### Clock wiring as the flow saved it

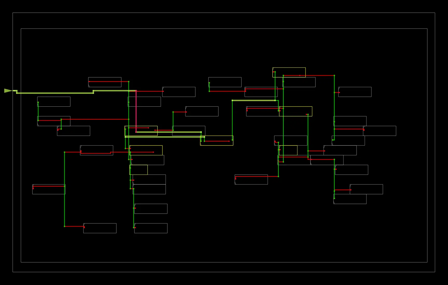
### The metal 3 layer

Drawn at 4 px/um.
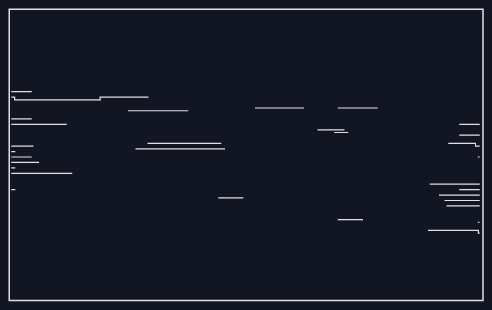
## config.mk

```make
export PLATFORM = sky130hd
export DESIGN_NAME = clock_time_ctrl
export DESIGN_NICKNAME = d
export VERILOG_FILES = /design/src/rtl/clock_pkg.sv /design/src/rtl/bcd2_inc.sv /design/src/rtl/clock_time_ctrl.sv
export SDC_FILE = /design/constraint.sdc
export NUM_CORES = 1
export LEC_CHECK = 0
export ABC_AREA = 0
export CAP_MARGIN = 20
export CORE_ASPECT_RATIO = 0.6
export CORE_MARGIN = 2
export CORE_UTILIZATION = 25
export DETAILED_ROUTE_END_ITERATION = 7
export PLACE_DENSITY = 0.53
export SYNTH_ARGS = -nofsm -noshare
export SYNTH_HDL_FRONTEND = slang
export SYNTH_SLANG_ARGS = --single-unit
```

## constraint.sdc

```tcl
create_clock -name CP -period 3.7 [get_ports CP]
set_input_delay 0.74 -clock CP [delete_from_list [all_inputs] [get_ports CP]]
set_output_delay 0.74 -clock CP [all_outputs]
set_load 0.05 [all_outputs]
```

## src/rtl/clock_pkg.sv

```systemverilog
// Shared definitions for the alarm clock time-chain controller:
// mode encoding, BCD field limits and a two-digit BCD increment helper.
package clock_pkg;

  typedef enum logic [2:0] {
    RUN      = 3'd0,
    SET_HR   = 3'd1,
    SET_MIN  = 3'd2,
    SET_AHR  = 3'd3,
    SET_AMIN = 3'd4
  } mode_t;

  localparam logic [7:0] HR_MAX  = 8'h23;
  localparam logic [7:0] MIN_MAX = 8'h59;
  localparam logic [7:0] SEC_MAX = 8'h59;

  // Next value of a two-digit BCD field, wrapping to 00 after max.
  function automatic logic [7:0] bcd_inc(input logic [7:0] v, input logic [7:0] max);
    if (v == max) return 8'h00;
    if (v[3:0] == 4'd9) return {v[7:4] + 4'd1, 4'd0};
    return {v[7:4], v[3:0] + 4'd1};
  endfunction

endpackage

```

## src/rtl/bcd2_inc.sv

```systemverilog
// Two-digit BCD register that advances by one on each inc pulse and
// wraps to 00 after MAX. Holds one alarm field (hour or minute).
import clock_pkg::*;

module bcd2_inc #(
  parameter logic [7:0] MAX = MIN_MAX
) (
  input  logic       CP,
  input  logic       CR,
  input  logic       inc,
  output logic [3:0] H,
  output logic [3:0] L
);

  // Field register: clear on reset, step with wrap on inc.
  always_ff @(posedge CP or posedge CR) begin
    if (CR) begin
      {H, L} <= 8'h00;
    end else if (inc) begin
      {H, L} <= bcd_inc({H, L}, MAX);
    end
  end

endmodule

```

## src/rtl/clock_time_ctrl.sv

```systemverilog
// Mode/sequencing controller for the alarm clock time chain.
//
//   state    | meaning
//   RUN      | normal timekeeping, alarm may ring
//   SET_HR   | time frozen, inc steps the hours counter
//   SET_MIN  | time frozen, inc steps the minutes counter (no carry)
//   SET_AHR  | time running, inc steps the alarm hour
//   SET_AMIN | time running, inc steps the alarm minute
import clock_pkg::*;

module clock_time_ctrl #(
  parameter int RING_SECS = 60
) (
  input  logic       CP,
  input  logic       CR,
  input  logic       tick_1hz,
  input  logic       btn_mode,
  input  logic       btn_inc,
  input  logic       alarm_on,
  input  logic [3:0] SecH,
  input  logic [3:0] SecL,
  input  logic [3:0] MinH,
  input  logic [3:0] MinL,
  input  logic [3:0] HrH,
  input  logic [3:0] HrL,
  output logic       EN_sec,
  output logic       EN_min,
  output logic       EN_hr,
  output logic [2:0] mode,
  output logic [3:0] AlmHrH,
  output logic [3:0] AlmHrL,
  output logic [3:0] AlmMinH,
  output logic [3:0] AlmMinL,
  output logic       ring,
  output logic       blink
);

  localparam int RW = $clog2(RING_SECS + 1);

  mode_t         state_q, state_d;
  logic          mode_prev, inc_prev;
  logic          mode_edge, inc_edge, inc_ok;
  logic          time_frozen, sec_59, sec_00, min_59;
  logic          en_sec_d, en_min_d, en_hr_d, blink_d;
  logic          alm_hr_inc, alm_min_inc, match, ring_stop;
  logic [RW-1:0] ring_cnt;

  assign mode_edge   = btn_mode & ~mode_prev;
  assign inc_edge    = btn_inc & ~inc_prev;
  // A mode change swallows a coincident increment.
  assign inc_ok      = inc_edge & ~mode_edge;
  assign time_frozen = (state_q == SET_HR) || (state_q == SET_MIN);
  assign sec_59      = ({SecH, SecL} == SEC_MAX);
  assign sec_00      = ({SecH, SecL} == 8'h00);
  assign min_59      = ({MinH, MinL} == MIN_MAX);
  assign alm_hr_inc  = (state_q == SET_AHR) && inc_ok;
  assign alm_min_inc = (state_q == SET_AMIN) && inc_ok;
  // Only compared at :00 so the alarm fires once per day.
  assign match       = ~time_frozen & alarm_on & tick_1hz & sec_00 &
                       ({MinH, MinL} == {AlmMinH, AlmMinL}) &
                       ({HrH, HrL} == {AlmHrH, AlmHrL});
  // Any button edge stops the ring; entry to SET_HR/SET_MIN is itself a mode edge.
  assign ring_stop   = ~alarm_on | mode_edge | inc_edge;
  assign mode        = state_q;

  // Button history for rising-edge detection.
  always_ff @(posedge CP or posedge CR) begin
    if (CR) begin
      mode_prev <= 1'b0;
      inc_prev  <= 1'b0;
    end else begin
      mode_prev <= btn_mode;
      inc_prev  <= btn_inc;
    end
  end

  // Mode register and registered enable/blink outputs.
  always_ff @(posedge CP or posedge CR) begin
    if (CR) begin
      state_q <= RUN;
      EN_sec  <= 1'b0;
      EN_min  <= 1'b0;
      EN_hr   <= 1'b0;
      blink   <= 1'b0;
    end else begin
      state_q <= state_d;
      EN_sec  <= en_sec_d;
      EN_min  <= en_min_d;
      EN_hr   <= en_hr_d;
      blink   <= blink_d;
    end
  end

  // Next mode, counter enable decode and blink phase.
  always_comb begin
    state_d  = state_q;
    en_sec_d = 1'b0;
    en_min_d = 1'b0;
    en_hr_d  = 1'b0;
    blink_d  = blink;
    if (!time_frozen) begin
      en_sec_d = tick_1hz;
      en_min_d = tick_1hz & sec_59;
      en_hr_d  = tick_1hz & sec_59 & min_59;
    end
    if (state_q == SET_HR)  en_hr_d  = inc_ok;
    if (state_q == SET_MIN) en_min_d = inc_ok;
    if (mode_edge) begin
      blink_d = 1'b0;
      case (state_q)
        RUN:     state_d = SET_HR;
        SET_HR:  state_d = SET_MIN;
        SET_MIN: state_d = SET_AHR;
        SET_AHR: state_d = SET_AMIN;
        default: state_d = RUN;
      endcase
    end else if (state_q == RUN) begin
      blink_d = 1'b0;
    end else if (tick_1hz) begin
      blink_d = ~blink;
    end
  end

  // Ring duration counter; stop events take priority over a new match.
  always_ff @(posedge CP or posedge CR) begin
    if (CR) begin
      ring     <= 1'b0;
      ring_cnt <= '0;
    end else if (ring_stop) begin
      ring     <= 1'b0;
      ring_cnt <= '0;
    end else if (match) begin
      ring     <= 1'b1;
      ring_cnt <= RW'(RING_SECS);
    end else if (ring && tick_1hz) begin
      ring_cnt <= ring_cnt - RW'(1);
      if (ring_cnt == RW'(1)) ring <= 1'b0;
    end
  end

  bcd2_inc #(.MAX(HR_MAX)) u_alm_hr (
    .CP  (CP),
    .CR  (CR),
    .inc (alm_hr_inc),
    .H   (AlmHrH),
    .L   (AlmHrL)
  );

  bcd2_inc #(.MAX(MIN_MAX)) u_alm_min (
    .CP  (CP),
    .CR  (CR),
    .inc (alm_min_inc),
    .H   (AlmMinH),
    .L   (AlmMinL)
  );

endmodule

```

==> impl_metrics.py <==
# Flow results
metrics = {
    "route": {
        "via_per_inst": 4.57,
        "wirelength_um": 5060,
        "drtPass1Iterations": 4,
        "drcViolationCount": 0,
        "drtIter0Drc": 44,
        "vias": 1677,
        "detail-route-antenna-nets": 0,
        "wire_per_inst_um": 13.8,
    },
    "setup_path": {
        "crit_arrival_ns": 2.85,
        "worst_setup_path_end_kind": "flop",
        "cp_num_cells": 6,
        "r2r_start": "mode[1]",
        "cp_slowest_stage_delay_ns": 0.57,
        "r2r_cells": 5,
        "rrSetupSlack_ns": 1.59,
        "startpoint_type": "input port",
        "cpMaxStageDelayCell": "or4_4",
        "r2r-end": "u_alm_min.H[3]",
        "path_cells": "clkdlybuf4s50_1, nor2b_4, or4_4, or3_4, or4_1, nand2_1",
        "crit_family": "simple AND/OR/NAND/NOR gates",
        "path_class": "in -> reg",
        "critPathCapture": "u_alm_min.H[3]",
        "path_buffers": 1,
        "critPathMaxFanout": 9,
        "cp_data_required_time_ns": 3.91,
        "startpoint": "btn_mode",
    },
    "finish": {
        "buf_share_pct": 19.9,
        "lay_top_cells": "clkdlybuf4s50_1, dfrtp_1, nand2_1",
        "seq_cell_count": 32,
        "flop_area_um2": 801,
        "inverters": 12,
        "lay_top_count": "clkdlybuf4s50_1",
        "fin_nets": 303,
        "sh_seq_area_pct": 29.3,
        "finish.utilization_pct": 36.9,
        "buffers_excl_clock": 55,
        "diodes": 0,
        "nMultiInputCombCells": 157,
        "largest_register": "ring_cnt",
        "comb_area_share_pct": 38.8,
        "largest_reg_flops": 6,
        "clock_area_share_pct": 5.58,
        "fillers": 778,
        "drive_above_1_share_pct": 6.46,
        "syn_to_final_growth_pct": 40.1,
        "area_dominant_class": "multi-input combinational cells",
        "logic_area_um2": 1060,
    },
    "global_route": {
        "grt_usage_pct": 12.3,
        "grt-ovfl-total": 0,
        "antenna_found_initial": 0,
        "grt_max_degree": 33,
        "grt_pass1_wl_um": 8300,
        "grt_pass1_vias": 1607,
    },
    "power_and_ir_drop": {
        "power.density_nw_per_um2": 627,
        "pg_clk_mw": 0.424,
        "ir_worst_vdd_mv": 0.333,
        "clockPowerShare_pct": 24.7,
        "p_total_mw": 1.72,
        "p_sw_mw": 0.732,
        "sw_frac_of_total_pct": 42.7,
        "p_seq_mw": 0.558,
        "top_power_group": "combinational cells",
        "p_comb_mw": 0.734,
        "leakagePower_nw": 1.12,
        "p_comb_share_pct": 42.8,
        "p_seq_share_pct": 32.5,
        "p_int_mw": 0.983,
    },
    "logic_synthesis": {
        "ys_types": 42,
        "avgSynthCellArea_um2": 9.48,
        "synth-cells-yosys": 206,
        "ys.warnings.count": 0,
        "syn_nets": 246,
        "flop_cell": "dfrtp_1",
        "enable_flop_cells": 0,
        "synth_area_um2": 1950,
        "ys_seq_share_pct": 41.0,
        "synth-seq-cells": 32,
        "syn_inst": 206,
        "async_flop_share_pct": 100,
        "yosysChipArea_um2": 1950,
    },
    "cts": {
        "clockBufferDepth": 2,
        "clkTransAtPathRegs_ns": 0.05,
        "numCtsBuffers": 5,
        "post_cts_buffers": 0,
        "cts_root_buf": "clkbuf_16",
        "cts_hold_buf": 0,
        "htreeDepth": 2,
        "clock_sinks": 32,
        "cts_tree": "done",
        "cts_resized": 0,
    },
    "placement": {
        "hpwl_um": 3960,
        "routabilityCongestion": 0.856,
        "port_buffers": 53,
    },
    "sta": {
        "finalClockPeriodUsage_pct": 71.3,
        "finalCriticalPeriod_ns": 2.64,
        "slew_viol_final": 0,
        "rsz0062_at_grt": "no",
        "hold_viol_final": 0,
        "slew_headroom_pct": 65.8,
        "fin_worst_skew_ns": 0.00254,
        "fin_setup_tns_ns": 0,
        "worst_slew_pin_slew_ns": 0.512,
        "max_clock_freq_ghz": 0.379,
        "setup_viol": 0,
    },
    "job": {
        "log.warning_count": 31,
        "drv_cap": 0,
    },
    "die": {
        "dieHeight_um": 72.4,
        "rows": 24,
        "initial_core_util_pct": 26.3,
        "taps": 104,
        "chip_area_um2": 8550,
        "die_w_um": 118,
        "core_um2": 7420,
        "num_io_pins": 54,
    },
    "worst_hold_path": {
        "min_path_type": "reg -> reg",
    },
    "status": {
        "status": "finished clean",
    },
}
-- 'Clock wiring as the flow saved it' (at the start) --
Late-Pin Clk Latency: 0.27 ns
clock buffer count in the final layout: 7

-- 'The metal 3 layer' (at the start) --
The layer holds 5.3% of the routed length. The layer carries 266 um of wire. The wires run mostly horizontal.

## through the flow
| stage | std cells | worst slack (ns) | hold slack, ns | area [um2] |
|---|---|---|---|---|
| CTS | 367 | 1.06 | 0.474 | 2740 |
| global route | 367 | 0.983 | 0.502 | 2740 |
| finish | 367 | 1.06 | 0.468 | 2740 |
| detailed placement | 360 | 0.781 | 0.467 | 2580 |
| global placement | 360 | 0.777 | 0.462 | 2580 |
| floorplan | 206 | 1.26 | 0.540 | 1950 |
## kinds of logic after synthesis
logic type,count (synthesis),share of synthesized area (%)
buffers and inverters,17,4.62
AND-OR/OR-AND,40,12.4
adder cells (fa/ha/maj),10,6.41
multiplexers,2,1.15
AND/OR/NAND/NOR,83,24.5
flip-flops,32,41.0
XOR/XNOR,22,9.87
## how the worst min path moves through the flow
stage | start | to | slack (ns) | cells past startpoint
global route | blink | blink | 0.50 | 1
floorplan | inc_prev | EN_min | 0.54 | 2
global placement | blink | blink | 0.46 | 1
detailed placement | blink | blink | 0.47 | 1
finish | blink | blink | 0.47 | 1
CTS | blink | blink | 0.47 | 1
## cells in the mapped netlist, drive strengths merged (2+ instances only)
library cell,instances,area (um2)
buf,4,41.3
o22ai,2,12.5
nor2,9,33.8
ha,10,125
nand3,8,40.0
xnor2,16,140
xor2,6,52.6
or4,8,63.8
nor3,12,60.1
nand2,21,78.8
mux2,2,22.5
inv,12,45.0
a41oi,2,17.5
nor4,3,18.8
a31oi,2,12.5
o21ai,18,90.1
nand2b,3,33.8
or3,4,30.0
nand4,6,37.5
o31ai,3,22.5
nor2b,2,20.0
a21o,4,31.3
a21oi,6,30.0
dfrtp,32,801
## layer usage
layer	share of wire (%)	up-vias	GRT usage (%)
li1	-	859	-
met1	54	778	18.3
met2	40	38	17.3
met3	5.2	2	4.09
met4	0.22	0	2.54
met5	0	-	0
